run_1/pdn.png
Drawn at 6 px/µm. Pins as bars on the die edge. Tap cells in gray.
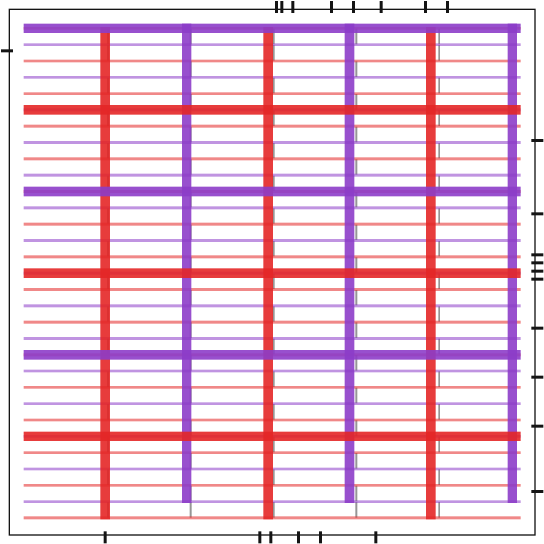
run_1/final_congestion.png
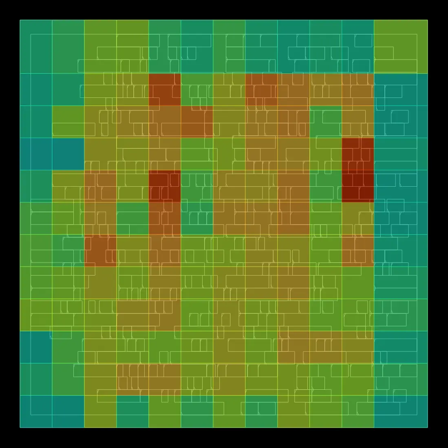
run_1/cell_classes.png
Drawn at 6 px/µm. Fill, decap, tap and diode cells in gray.
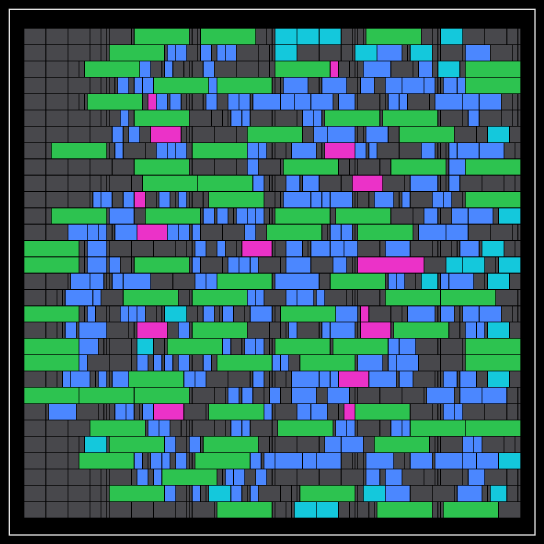
run_1/metal_stack.png
Drawn at 6 px/µm.
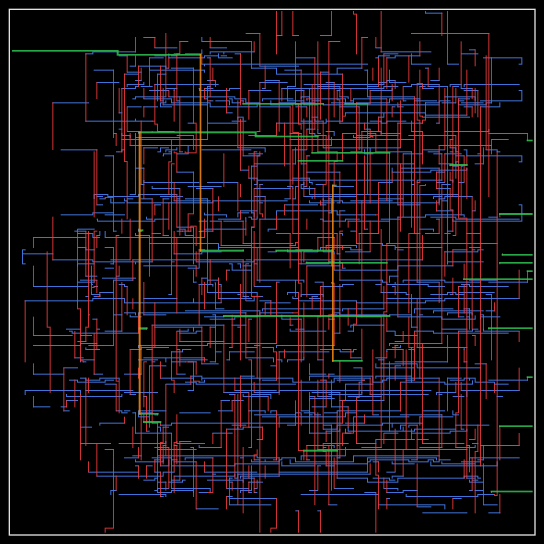
`src/rtl/stage_sample_serializer_pkg.sv`:
```
// Shared types and constants for the I2S sample serializer.
// Slot width follows from the sample width.
package stage_sample_serializer_pkg;

  localparam int SAMPLE_WIDTH = 16;
  localparam int I2S_SLOTS = 2 * SAMPLE_WIDTH;
  localparam int BCLK_DIV_DEFAULT = 4;
  localparam int SLOT_W = $clog2(I2S_SLOTS);

  typedef logic signed [SAMPLE_WIDTH-1:0] Sample_t;
  typedef logic [SLOT_W-1:0] slot_t;

  typedef enum logic [1:0] {
    SRC_NEW,
    SRC_PEND,
    SRC_LAST
  } load_src_e;

endpackage

```
`src/rtl/stage_sample_serializer_if.sv`:
```
// Sample input strobe and I2S output bundle.
// master = upstream/observer, slave = serializer.
interface stage_sample_serializer_if;
  import stage_sample_serializer_pkg::*;

  Sample_t i_Sample;
  logic    i_SampleReady;
  logic    o_BitClock;
  logic    o_WordSelect;
  logic    o_SerialData;
  logic    o_FrameStart;
  logic    o_Underrun;
  logic    o_Overrun;

  modport master (
    output i_Sample,
    output i_SampleReady,
    input  o_BitClock,
    input  o_WordSelect,
    input  o_SerialData,
    input  o_FrameStart,
    input  o_Underrun,
    input  o_Overrun
  );

  modport slave (
    input  i_Sample,
    input  i_SampleReady,
    output o_BitClock,
    output o_WordSelect,
    output o_SerialData,
    output o_FrameStart,
    output o_Underrun,
    output o_Overrun
  );

endinterface

```
`src/rtl/stage_sample_serializer_i2s_clock_gen.sv`:
```
// BCLK divider and slot counter for the serializer.
// fall is high in the cycle whose edge drops BCLK.
module i2s_clock_gen
  import stage_sample_serializer_pkg::*;
#(
  parameter int BCLK_DIV = BCLK_DIV_DEFAULT
) (
  input  logic  i_Clock,
  input  logic  i_Reset_n,
  output logic  bit_clock,
  output slot_t slot,
  output logic  fall
);

  localparam int DIV_W =
    (BCLK_DIV > 1) ? $clog2(BCLK_DIV) : 1;
  localparam logic [DIV_W-1:0] DIV_MAX =
    DIV_W'(BCLK_DIV - 1);

  logic [DIV_W-1:0] div;
  logic wrap;

  assign wrap = (div == DIV_MAX);
  assign fall = wrap & bit_clock;

  // Half-period divider, wraps every BCLK_DIV clocks.
  always_ff @(posedge i_Clock or negedge i_Reset_n) begin
    if (!i_Reset_n) begin
      div <= '0;
    end else if (wrap) begin
      div <= '0;
    end else begin
      div <= div + DIV_W'(1);
    end
  end

  // BCLK toggles on every divider wrap.
  always_ff @(posedge i_Clock or negedge i_Reset_n) begin
    if (!i_Reset_n) begin
      bit_clock <= 1'b0;
    end else if (wrap) begin
      bit_clock <= ~bit_clock;
    end
  end

  // Slot counter advances on each BCLK fall.
  always_ff @(posedge i_Clock or negedge i_Reset_n) begin
    if (!i_Reset_n) begin
      slot <= '0;
    end else if (fall) begin
      slot <= slot + slot_t'(1);
    end
  end

endmodule

```
`src/rtl/stage_sample_serializer.sv`:
```
// Buffers one mono sample and sends it as an
// I2S stereo frame (same word left and right).
module stage_sample_serializer
  import stage_sample_serializer_pkg::*;
#(
  parameter int BCLK_DIV = BCLK_DIV_DEFAULT
) (
  input logic i_Clock,
  input logic i_Reset_n,
  stage_sample_serializer_if.slave bus
);

  localparam int FRAME_W = 2 * SAMPLE_WIDTH;
  localparam slot_t SLOT_LAST =
    slot_t'(I2S_SLOTS - 1);
  localparam slot_t SLOT_RIGHT =
    slot_t'(SAMPLE_WIDTH);

  logic bit_clock;
  logic fall;
  logic load;
  logic ws_q;
  logic sd_q;
  logic hold_q;
  logic pend_v;
  slot_t slot;
  slot_t next_slot;
  Sample_t pend_q;
  Sample_t last_q;
  Sample_t load_word;
  load_src_e src;
  logic [FRAME_W-1:0] shreg;

  i2s_clock_gen #(
    .BCLK_DIV (BCLK_DIV)
  ) u_clock_gen (
    .i_Clock   (i_Clock),
    .i_Reset_n (i_Reset_n),
    .bit_clock (bit_clock),
    .slot      (slot),
    .fall      (fall)
  );

  assign next_slot = slot + slot_t'(1);
  assign load = fall & (slot == SLOT_LAST);

  // Pick the frame word: fresh strobe, then pending,
  // then repeat the last word.
  always_comb begin
    src = SRC_LAST;
    load_word = last_q;
    unique case (1'b1)
      bus.i_SampleReady: begin
        src = SRC_NEW;
        load_word = bus.i_Sample;
      end
      !bus.i_SampleReady && pend_v: begin
        src = SRC_PEND;
        load_word = pend_q;
      end
      !bus.i_SampleReady && !pend_v: begin
        src = SRC_LAST;
        load_word = last_q;
      end
    endcase
  end

  // One-deep pending buffer; any load empties it.
  always_ff @(posedge i_Clock or negedge i_Reset_n) begin
    if (!i_Reset_n) begin
      pend_v <= 1'b0;
      pend_q <= '0;
    end else if (load) begin
      pend_v <= 1'b0;
    end else if (bus.i_SampleReady) begin
      pend_v <= 1'b1;
      pend_q <= bus.i_Sample;
    end
  end

  // Remember the word of the most recent frame.
  always_ff @(posedge i_Clock or negedge i_Reset_n) begin
    if (!i_Reset_n) begin
      last_q <= '0;
    end else if (load) begin
      last_q <= load_word;
    end
  end

  // Frame shifter with one-bit I2S delay; right LSB
  // is parked in hold_q for the next slot 0.
  always_ff @(posedge i_Clock or negedge i_Reset_n) begin
    if (!i_Reset_n) begin
      shreg  <= '0;
      sd_q   <= 1'b0;
      ws_q   <= 1'b0;
      hold_q <= 1'b0;
    end else if (fall) begin
      ws_q <= (next_slot >= SLOT_RIGHT);
      if (load) begin
        sd_q  <= hold_q;
        shreg <= {load_word, load_word};
      end else begin
        sd_q  <= shreg[FRAME_W-1];
        shreg <= shreg << 1;
      end
      if (next_slot == SLOT_LAST) begin
        hold_q <= shreg[FRAME_W-2];
      end
    end
  end

  assign bus.o_BitClock   = bit_clock;
  assign bus.o_WordSelect = ws_q;
  assign bus.o_SerialData = sd_q;
  assign bus.o_FrameStart = load;
  assign bus.o_Underrun   = load & (src == SRC_LAST);
  assign bus.o_Overrun    = bus.i_SampleReady & pend_v;

endmodule

```
`src/flat_wrapper.sv`:
```
// flat-port wrapper written by rule: the top's interface ports become plain ports
module stage_sample_serializer_flat import stage_sample_serializer_pkg::*;
#(
  parameter int BCLK_DIV = BCLK_DIV_DEFAULT
)
  (i_Clock, i_Reset_n, bus_i_Sample, bus_i_SampleReady, bus_o_BitClock, bus_o_WordSelect, bus_o_SerialData, bus_o_FrameStart, bus_o_Underrun, bus_o_Overrun);
  stage_sample_serializer_if bus_i ();
  input logic i_Clock;
  input logic i_Reset_n;
  input wire logic [$bits(bus_i.i_Sample)-1:0] bus_i_Sample;
  input wire logic [$bits(bus_i.i_SampleReady)-1:0] bus_i_SampleReady;
  output wire logic [$bits(bus_i.o_BitClock)-1:0] bus_o_BitClock;
  output wire logic [$bits(bus_i.o_WordSelect)-1:0] bus_o_WordSelect;
  output wire logic [$bits(bus_i.o_SerialData)-1:0] bus_o_SerialData;
  output wire logic [$bits(bus_i.o_FrameStart)-1:0] bus_o_FrameStart;
  output wire logic [$bits(bus_i.o_Underrun)-1:0] bus_o_Underrun;
  output wire logic [$bits(bus_i.o_Overrun)-1:0] bus_o_Overrun;
  assign bus_i.i_Sample = bus_i_Sample;
  assign bus_i.i_SampleReady = bus_i_SampleReady;
  assign bus_o_BitClock = bus_i.o_BitClock;
  assign bus_o_WordSelect = bus_i.o_WordSelect;
  assign bus_o_SerialData = bus_i.o_SerialData;
  assign bus_o_FrameStart = bus_i.o_FrameStart;
  assign bus_o_Underrun = bus_i.o_Underrun;
  assign bus_o_Overrun = bus_i.o_Overrun;
  stage_sample_serializer #(.BCLK_DIV(BCLK_DIV)) u_core (.i_Clock(i_Clock), .i_Reset_n(i_Reset_n), .bus(bus_i));
endmodule
```
`config.mk`:
```
export PLATFORM = sky130hd
export DESIGN_NAME = stage_sample_serializer_flat
export DESIGN_NICKNAME = d
export VERILOG_FILES = /design/src/rtl/stage_sample_serializer_pkg.sv /design/src/rtl/stage_sample_serializer_if.sv /design/src/rtl/stage_sample_serializer_i2s_clock_gen.sv /design/src/rtl/stage_sample_serializer.sv /design/src/flat_wrapper.sv
export SDC_FILE = /design/constraint.sdc
export NUM_CORES = 1
export LEC_CHECK = 0
export CORE_MARGIN = 2
export CORE_UTILIZATION = 52
export DETAILED_ROUTE_END_ITERATION = 7
export GPL_ROUTABILITY_DRIVEN = 1
export PLACE_DENSITY_LB_ADDON = 0.12
export SKIP_LAST_GASP = 1
export SLEW_MARGIN = 20
export SYNTH_ARGS = -nofsm -noshare
export SYNTH_HDL_FRONTEND = slang
export SYNTH_SLANG_ARGS = --single-unit
```
`constraint.sdc`:
```
create_clock -name i_Clock -period 5.5 [get_ports i_Clock]
set_input_delay 1.375 -clock i_Clock [delete_from_list [all_inputs] [get_ports i_Clock]]
set_output_delay 1.375 -clock i_Clock [all_outputs]
set_load 0.05 [all_outputs]
```
==> deck_impl_summary.md, run 1 <==
Synthesis and Place & Route Summary

Detailed routing
  • Via density per instance: 5.68
  • Initial drt markers: about 160
  • Via count: 2534
  • Drt drc: 0

Placement
  • IO buf count: 24
  • Gp weighted congestion: 0.745

Hold path
  • Worst hold path type: register to register

Synth
  • Top FF cell, synth: dfrtp_1
  • Floorplan Nets: 371
  • Number of enable flip-flop cells: 0
  • Chip Area, Yosys: between 3000 and 4000 µm²
  • Async SR Flop Fraction: 100%
  • Distinct cells, synth: 32

Timing
  • Max frequency: 0.237 GHz
  • # setup viols final: 0
  • Final Hold Violation Tally: 0

CTS
  • Clk buf depth: 2
  • Root Driver: clkbuf_8
  • # hold bufs at CTS: 0

Floorplan
  • # rows: 30
  • Num ports: 25
  • Die Size: 7630 µm²
  • Die H: between 80 and 90 µm

Worst setup path
  • CP max FO: 3
  • Crit path DAT: 2.85 ns
  • Worst Path Class, Setup: input port to output pin
  • Kind of end point of the critical path: output pin
  • Startpoint Class: input port

Power and ir drop
  • Sw Share: between 20% and 30%
  • Seq pwr share: 54.9%
  • IR drop worst, VDD: 0.131 mV

GRT
  • Global-route wire length before repair: 11900 µm

Status
  • Status: complete, no violations
## Picture notes: pdn.png
legend:
  VDD:
    color: purple
  VSS:
    color: red
rows: 30
signal pins: 25
met4 straps: 6
tap cells: 80
met5 straps: 6

## Picture notes: final_congestion.png
routed length per instance: 16.5 µm
Top Usage Layer GRT: met2

## Picture notes: cell_classes.png
legend:
  clock drivers and dummy loads:
    color: magenta
    cells: 15
  flip-flops:
    color: green
    cells: 75
  other buffers and delay cells:
    color: cyan
    cells: 27
  all other logic:
    color: blue
    cells: 249
Seq area share: 46.6%
Core ar.: 6760 µm²

## Picture notes: metal_stack.png
legend:
  met4:
    color: orange
    wire_length: 109 µm
  met2:
    color: red
    wire_length: 3400 µm
  met3:
    color: green
    wire_length: 225 µm
  met1:
    color: blue
    wire_length: 3610 µm

==> run 1: cell type report <==
cell class              count  area (µm²)  share of cell area [%]
clock buffers              12         135                    3.36
multi-input cells         245        1600                    39.7
repair buffers             27         260                    6.47
flip-flops and latches     75        1880                    46.6
inverters                   4        15.0                   0.373
well taps                  80         100                    2.49
clock inverters             3        40.0                   0.995
==> run 1: logic make-up after synthesis <==
group	after synthesis	synth area share, %
AND-OR/OR-AND	113	20.0
AND/OR/NAND/NOR	89	11.5
flip-flops	75	51.9
multiplexers	33	9.73
buffers and inverters	28	3.95
XOR/XNOR	6	1.45
adder cells (fa/ha/maj)	4	1.38
==> run 1: routing by layer <==
metal / vias up / wire, µm / global-route usage [%]
met3: 9 / 225 / 3.51
met5: - / 0 / 0
met4: 0 / 108 / 7.97
li1: 1246 / - / -
met2: 38 / 3400 / 30.6
met1: 1241 / 3610 / 30.0
==> run 1: final timing paths <==
kind                                       startpoint                         end  slack [ns]  cells past startpoint
max reg2reg                u_core.u_clock_gen.slot[1]            u_core.shreg[19]        3.07                      7
min in group asynchronous                   i_Reset_n            u_core.pend_q[2]        1.16                      1
min reg2reg                 u_core.u_clock_gen.div[0]   u_core.u_clock_gen.div[0]        0.43                      1
max in group asynchronous                   i_Reset_n  u_core.u_clock_gen.slot[3]        3.71                      1
max                                 bus_i_SampleReady              bus_o_Underrun        1.27                      3
min                         u_core.u_clock_gen.div[0]   u_core.u_clock_gen.div[0]        0.43                      1
==> run 1: power by group through the flow <==
stage                     clock, mW  combinational (mW)  sequential, mW
final                         0.395              0.0810           0.581
after global routing          0.430              0.0900           0.582
after CTS                     0.405              0.0821           0.580
after detailed placement          0              0.0818           0.591
after global placement            0              0.0805           0.590
after floorplan                   0              0.0477           0.588
==> run 1: critical path: stages <==
cell,delay [ns]
clkdlybuf4s50_1,0.46
nor3_1,0.19
clkdlybuf4s50_1,0.83
==> run 1: sequential cells by signal (all words and copies together) (netlist names) <==
name                          flops
u_core.last_q                    16
u_core.u_clock_gen.slot           5
u_core.pend_q                    16
u_core.u_clock_gen.div            2
u_core.shreg                     32
u_core.pend_v                     1
u_core.u_clock_gen.bit_clock      1
u_core.bus.o_SerialData           1
u_core.hold_q                     1
==> run 1: stage by stage <==
stage / hold WS [ns] / instance area [µm²] / setup slack, ns / power [mW] / cells
3_3_place_gp: 0.412 / 3850 / 1.25 / 0.671 / 431
6_report: 0.431 / 4020 / 1.27 / 1.06 / 446
2_1_floorplan: 0.403 / 3610 / 1.32 / 0.636 / 348
3_5_place_dp: 0.427 / 3850 / 1.26 / 0.673 / 431
4_1_cts: 0.437 / 4020 / 1.25 / 1.07 / 446
5_1_grt: 0.465 / 4020 / 1.18 / 1.10 / 446
==> run 1: cells in the final DEF (no fill, tap or decap), types with 15 or more instances in the layout <==
cell type,n
a21oi_1,61
clkdlybuf4s50_1,23
dfrtp_1,75
mux2_2,17
mux2i_1,16
nand2_1,28
nor2_1,34
nor2b_1,15
o21ai_0,16
run_1/clock_map.png
Drawn at 4 px/µm.
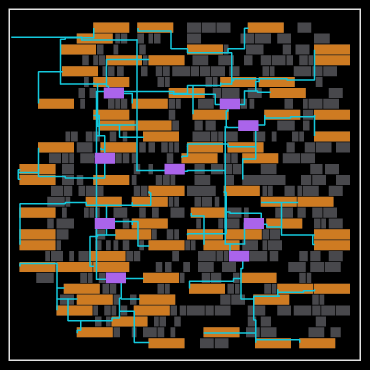

--- run 2 (diff from run 1) ---
==> constraint.sdc (replaced) <==
create_clock -name i_Clock -period 3.9 [get_ports i_Clock]
set_input_delay 0.975 -clock i_Clock [delete_from_list [all_inputs] [get_ports i_Clock]]
set_output_delay 0.975 -clock i_Clock [all_outputs]
set_load 0.05 [all_outputs]
run_2/clock_map.png
Drawn at 4 px/µm.
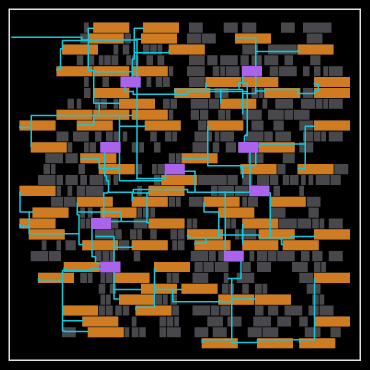
legend:
  cells driving clock nets:
    color: purple
    count: 9
  flip-flops:
    color: orange
    count: 75
  clock wires:
    color: cyan
    length: 917 µm
routed clock nets: 10
flops lie: all over the die
Clock power frac: 36.5%
P_clk: 537 µW

run_2/pdn.png
Drawn at 6 px/µm. Pins as bars on the die edge. Tap cells in gray.
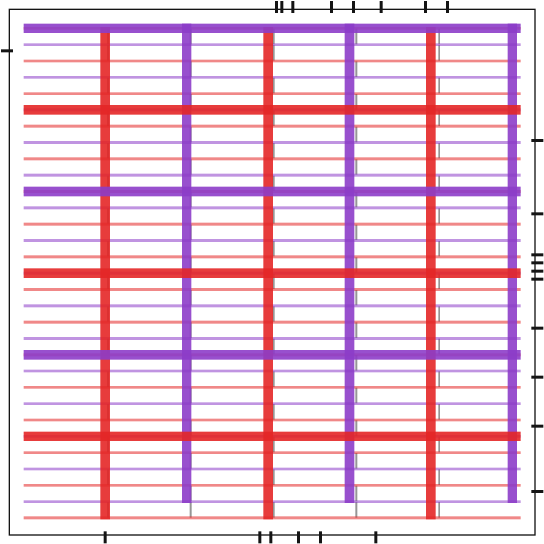
legend:
  VSS:
    color: red
  VDD:
    color: purple
met4 straps: 6
tap cells: 80
signal pins: 25
met5 straps: 6
Die H: 87.4 µm
IR drop worst, VDD: 0.214 mV
Die X: 87.4 µm

run_2/final_congestion.png
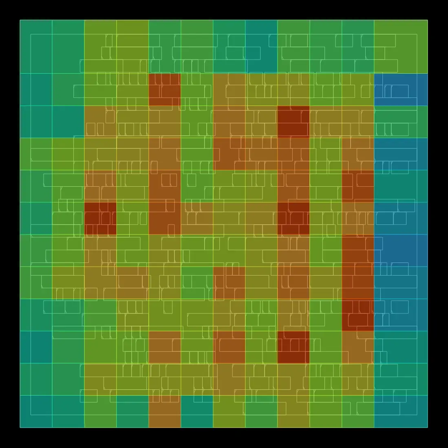
met3 usage: 4.74%
GR Util met1: 31.3%
Top Usage Layer GRT: met1

==> run 2 against run 1 <==
  * Area after synthesis did not move
  * Via count fell by 0.36%
  * Cell area rose by 0.47%
  * Flip-flop count stayed put
  * Routed wire length down 2.5%
  * First-iteration DRC count is the same
  * Cell count grew 0.22%
  * Critical endpoint is now bus_o_FrameStart
  * Largest cell class unchanged
  * Highest routed layer unchanged
==> deck_impl_summary.md, run 2 <==
Synthesis and Place & Route Summary

Status
  • Status: complete, no violations

CTS
  • # hold bufs at CTS: 0 (unchanged)
  • Clk buf depth: 2 (unchanged)
  • Root Driver: clkbuf_8

Synth
  • Distinct cells, synth: 32 (unchanged)
  • Chip Area, Yosys: 3610 µm² (unchanged)
  • Top FF cell, synth: dfrtp_1
  • Number of enable flip-flop cells: 0 (unchanged)

Detailed routing
  • Via density per instance: 5.65 (-0.58%)
  • Routed length per instance: 16.0 µm (-2.7%)
  • Drt drc: 0 (unchanged)
  • Via count: 2525 (-0.36%)
  • Initial drt markers: 162 (unchanged)

Layout
  • Max reg flops: 32 (unchanged)
  • Largest Register: u_core.shreg
  • Top cells excl fill/tap: 75 x dfrtp_1, 61 x a21oi_1, 34 x nor2_1

Floorplan
  • # rows: 30 (unchanged)
  • Num ports: 25 (unchanged)
  • Die Size: 7630 µm² (unchanged)
  • Core ar.: 6760 µm² (unchanged)

Timing
  • Final Hold Violation Tally: 0 (unchanged)
  • Max frequency: 0.278 GHz

Worst setup path
  • Startpoint Class: register
  • Worst Path Class, Setup: register to output pin
  • Kind of end point of the critical path: output pin

Power and ir drop
  • Sw Share: 23.6% (+0.53 points)
  • Seq pwr share: 55.6% (+0.7 points)
  • Total Power: 1.47 mW (+39%)

Placement
  • Setup WS pre-CTS: 0.648 ns (-0.610 ns)
  • DP Cell Count: 431 (unchanged)
  • Gp weighted congestion: 0.762 (+2.2%)

Hold path
  • Hold endpoint: u_core.u_clock_gen.div[0]
run 2: cells by family after synthesis:
| logic type | synth area share [%] |
|---|---|
| multiplexers | 9.73 |
| adder cells (fa/ha/maj) | 1.38 |
| buffers and inverters | 3.95 |
| XOR/XNOR | 1.45 |
| AND/OR/NAND/NOR | 11.5 |
| AND-OR/OR-AND | 20.0 |
| flip-flops | 51.9 |
run 2: stage by stage:
stage	hold slack (ns)	area, µm²
4_1_cts	0.435	4040
3_5_place_dp	0.425	3870
2_1_floorplan	0.403	3610
5_1_grt	0.457	4040
3_3_place_gp	0.413	3870
6_report	0.430	4040
run 2: area by class of cell:
type	count	area (µm²)
clock buffer	15	166
clock inverter	1	7.51
fill	584	2710
inverter	4	15.0
multi-input combinational	245	1600
sequential	75	1880
tap	80	100
timing repair buffer	27	280
run 2: power groups by stage:
| stage | logic (mW) | clock network, mW | registers (mW) |
|---|---|---|---|
| 2_1_floorplan | 0.0672 | 0 | 0.829 |
| 3_3_place_gp | 0.116 | 0 | 0.832 |
| 3_5_place_dp | 0.117 | 0 | 0.833 |
| 4_1_cts | 0.117 | 0.552 | 0.818 |
| 5_1_grt | 0.129 | 0.591 | 0.821 |
| 6_report | 0.116 | 0.537 | 0.819 |
run 2: critical path: stages, from the launching register on:
cell and delay (ns):
dfrtp_1 0.39, ha_1 0.21, and3_1 0.16, ha_1 0.36, nand2_8 0.18, inv_2 0.15, clkdlybuf4s50_1 0.82
run 2: how the worst max path moves through the flow:
stage / start / cells past startpoint / slack [ns] / end
after global routing: u_core.u_clock_gen.slot[1] / 6 / 0.13 / bus_o_FrameStart
after detailed placement: u_core.u_clock_gen.slot[1] / 6 / 0.65 / bus_o_FrameStart
after CTS: u_core.u_clock_gen.slot[1] / 6 / 0.26 / bus_o_FrameStart
after floorplan: bus_i_SampleReady / 3 / 0.52 / bus_o_Underrun
after global placement: u_core.u_clock_gen.slot[1] / 6 / 0.70 / bus_o_FrameStart
final: u_core.u_clock_gen.slot[1] / 6 / 0.31 / bus_o_FrameStart
run 2: per-layer routing:
layer	routed length (µm)	global-route usage (%)
met1	3630	31.3
met2	3200	29.7
met3	247	4.74
met4	71	6.29
met5	0	0
run_2/cell_classes.png
Drawn at 6 px/µm. Fill, decap, tap and diode cells in gray.
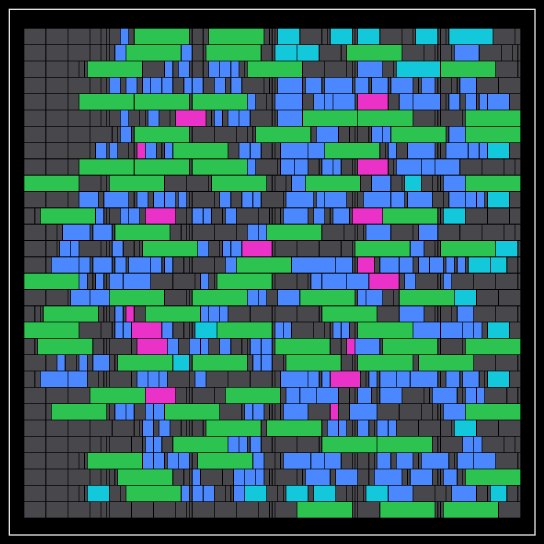

--- run 3 (diff from run 2) ---
--- a/config.mk
+++ b/config.mk
@@ -5,8 +5,10 @@
 export SDC_FILE = /design/constraint.sdc
 export NUM_CORES = 1
 export LEC_CHECK = 0
+export CELL_PAD_IN_SITES_DETAIL_PLACEMENT = 2
+export CELL_PAD_IN_SITES_GLOBAL_PLACEMENT = 2
 export CORE_MARGIN = 2
-export CORE_UTILIZATION = 52
+export CORE_UTILIZATION = 38
 export DETAILED_ROUTE_END_ITERATION = 7
 export GPL_ROUTABILITY_DRIVEN = 1
 export PLACE_DENSITY_LB_ADDON = 0.12
run_3/cell_classes.png
Drawn at 4 px/µm. Fill, decap, tap and diode cells in gray.
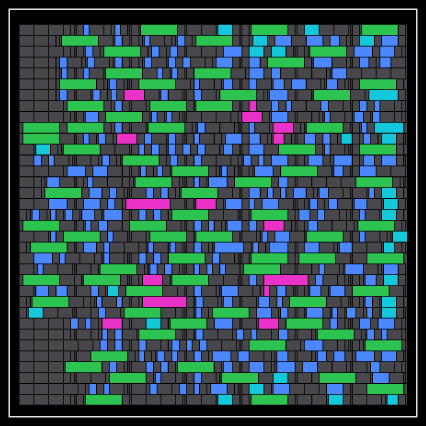
legend:
  flip-flops:
    color: green
    cells: 75
  other buffers and delay cells:
    color: cyan
    cells: 27
  clock drivers and dummy loads:
    color: magenta
    cells: 15
  all other logic:
    color: blue
    cells: 249
# rows: 35
final core occ: 45.0%
Core ar.: 9240 µm²

run_3/final_congestion.png
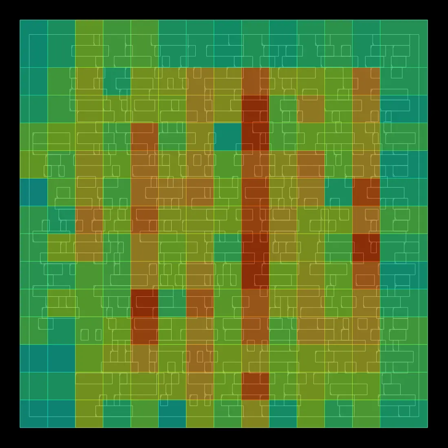
met3 usage: 3.24%
Total GRT Usage: 19.2%
Top Usage Layer GRT: met2

==> run 3 against run 2 <==
  * Clock skew grew 0.0011 ns
  * Critical path depth did not move
  * First-iteration DRC count fell by 61%
  * Count of clock-buffer cells in the layout decreased by 5
  * Flip-flop count unchanged
  * Largest power group unchanged
  * Highest routed layer unchanged
==> deck_impl_summary.md, run 3 <==
Synthesis and Place & Route Summary

Status
  • Status: complete, no violations

CTS
  • Clk buf depth: 2 (unchanged)

Timing
  • Max frequency: 0.270 GHz (-2.8%)
  • Final Hold Violation Tally: 0 (unchanged)

Layout
  • Max reg flops: 32 (unchanged)
  • Top cells excl fill/tap: 75 x dfrtp_1, 61 x a21oi_1, 34 x nor2_1
  • Fillers: 998 (+71%)
  • Largest Register: u_core.shreg
  • Final instance area: 4160 µm² (+2.9%)

Worst setup path
  • Top delay family on crit path: buffers and inverters
  • Critical-path top delay cell: clkdlybuf4s50_1
  • Startpoint Class: register
  • CP most frequent cell: ha_1
  • Crit path capture: bus_o_FrameStart
  • CP Cell Sequence: ha_1 > and3_1 > ha_1 > nand2_8 > inv_2 > clkdlybuf4s50_1
  • Buf/Inv on CP: 2 (unchanged)

Detailed routing
  • Drt drc: 0 (unchanged)
  • Via count: 2653 (+5.1%)
  • Initial drt markers: 63 (-61%)
  • Via density per instance: 5.36 (-5.1%)
  • Routed length per instance: 18.5 µm (+16%)

Synth
  • Number of enable flip-flop cells: 0 (unchanged)
  • Top FF cell, synth: dfrtp_1
  • Chip Area, Yosys: 3610 µm² (unchanged)

Power and ir drop
  • Total Power: 1.66 mW (+13%)

Placement
  • Gp weighted congestion: 0.755 (-0.95%)
run_3/metal_stack.png
Drawn at 4 px/µm.
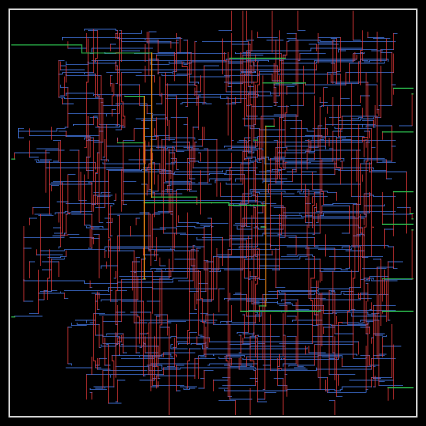
legend:
  met3:
    color: green
    wire_length: 190 µm
  met2:
    color: red
    wire_length: 4370 µm
  met4:
    color: orange
    wire_length: 127 µm
  met1:
    color: blue
    wire_length: 4480 µm

==> run 3: kinds of logic after synthesis <==
family	Yosys count	share of synthesized area, %
AOI/OAI and AO/OA	113	20.0
and+or+nand+nor	89	11.5
DFF	75	51.9
muxes	33	9.73
buffers and inverters	28	3.95
xor gates and xnor gates	6	1.45
adders and majority gates	4	1.38
==> run 3: area by class of cell <==
cell class | instances | area, µm² | share of cell area (%)
flip-flops and latches | 75 | 1880 | 45.1
multi-input cells | 245 | 1600 | 38.4
repair buffers | 27 | 280 | 6.74
well taps | 129 | 161 | 3.88
clock buffers | 10 | 128 | 3.07
clock inverters | 5 | 103 | 2.47
inverters | 4 | 15.0 | 0.361
==> run 3: how the worst min path moves through the flow <==
stage                                      endpoint                 startpoint  depth (start not counted)
after detailed placement  u_core.u_clock_gen.div[0]  u_core.u_clock_gen.div[0]                          1
final                     u_core.u_clock_gen.div[0]  u_core.u_clock_gen.div[0]                          1
after CTS                 u_core.u_clock_gen.div[0]  u_core.u_clock_gen.div[0]                          1
after global routing      u_core.u_clock_gen.div[0]  u_core.u_clock_gen.div[0]                          1
after floorplan           u_core.u_clock_gen.div[0]  u_core.u_clock_gen.div[0]                          1
after global placement    u_core.u_clock_gen.div[0]  u_core.u_clock_gen.div[0]                          1
==> run 3: report_power, final <==
group	internal, mW	switching [mW]	total, mW	leakage [nW]
registers	0.802	0.0179	0.820	0.827
logic	0.0538	0.0656	0.119	0.834
clock network	0.421	0.297	0.718	0.112
==> run 3: through the flow <==
step / hold slack (ns) / setup WS, ns / cells / utilization [%]
floorplan: 0.403 / 0.520 / 348 / -
global placement: 0.415 / 0.670 / 480 / 42.5
detailed placement: 0.421 / 0.574 / 480 / 42.5
CTS: 0.435 / 0.162 / 495 / 45.0
global route: 0.470 / 0.0494 / 495 / 45.0
finish: 0.430 / 0.202 / 495 / 45.0
==> run 3: routing by layer <==
| layer | track usage, % | vias up | part of all wire [%] |
|---|---|---|---|
| met2 | 31.0 | 29 | 48 |
| met3 | 3.24 | 10 | 2.1 |
| li1 | - | 1243 | - |
| met1 | 26.1 | 1371 | 49 |
| met5 | 0 | - | 0 |
| met4 | 7.17 | 0 | 1.4 |
Power is estimated from default activity; no workload was simulated.
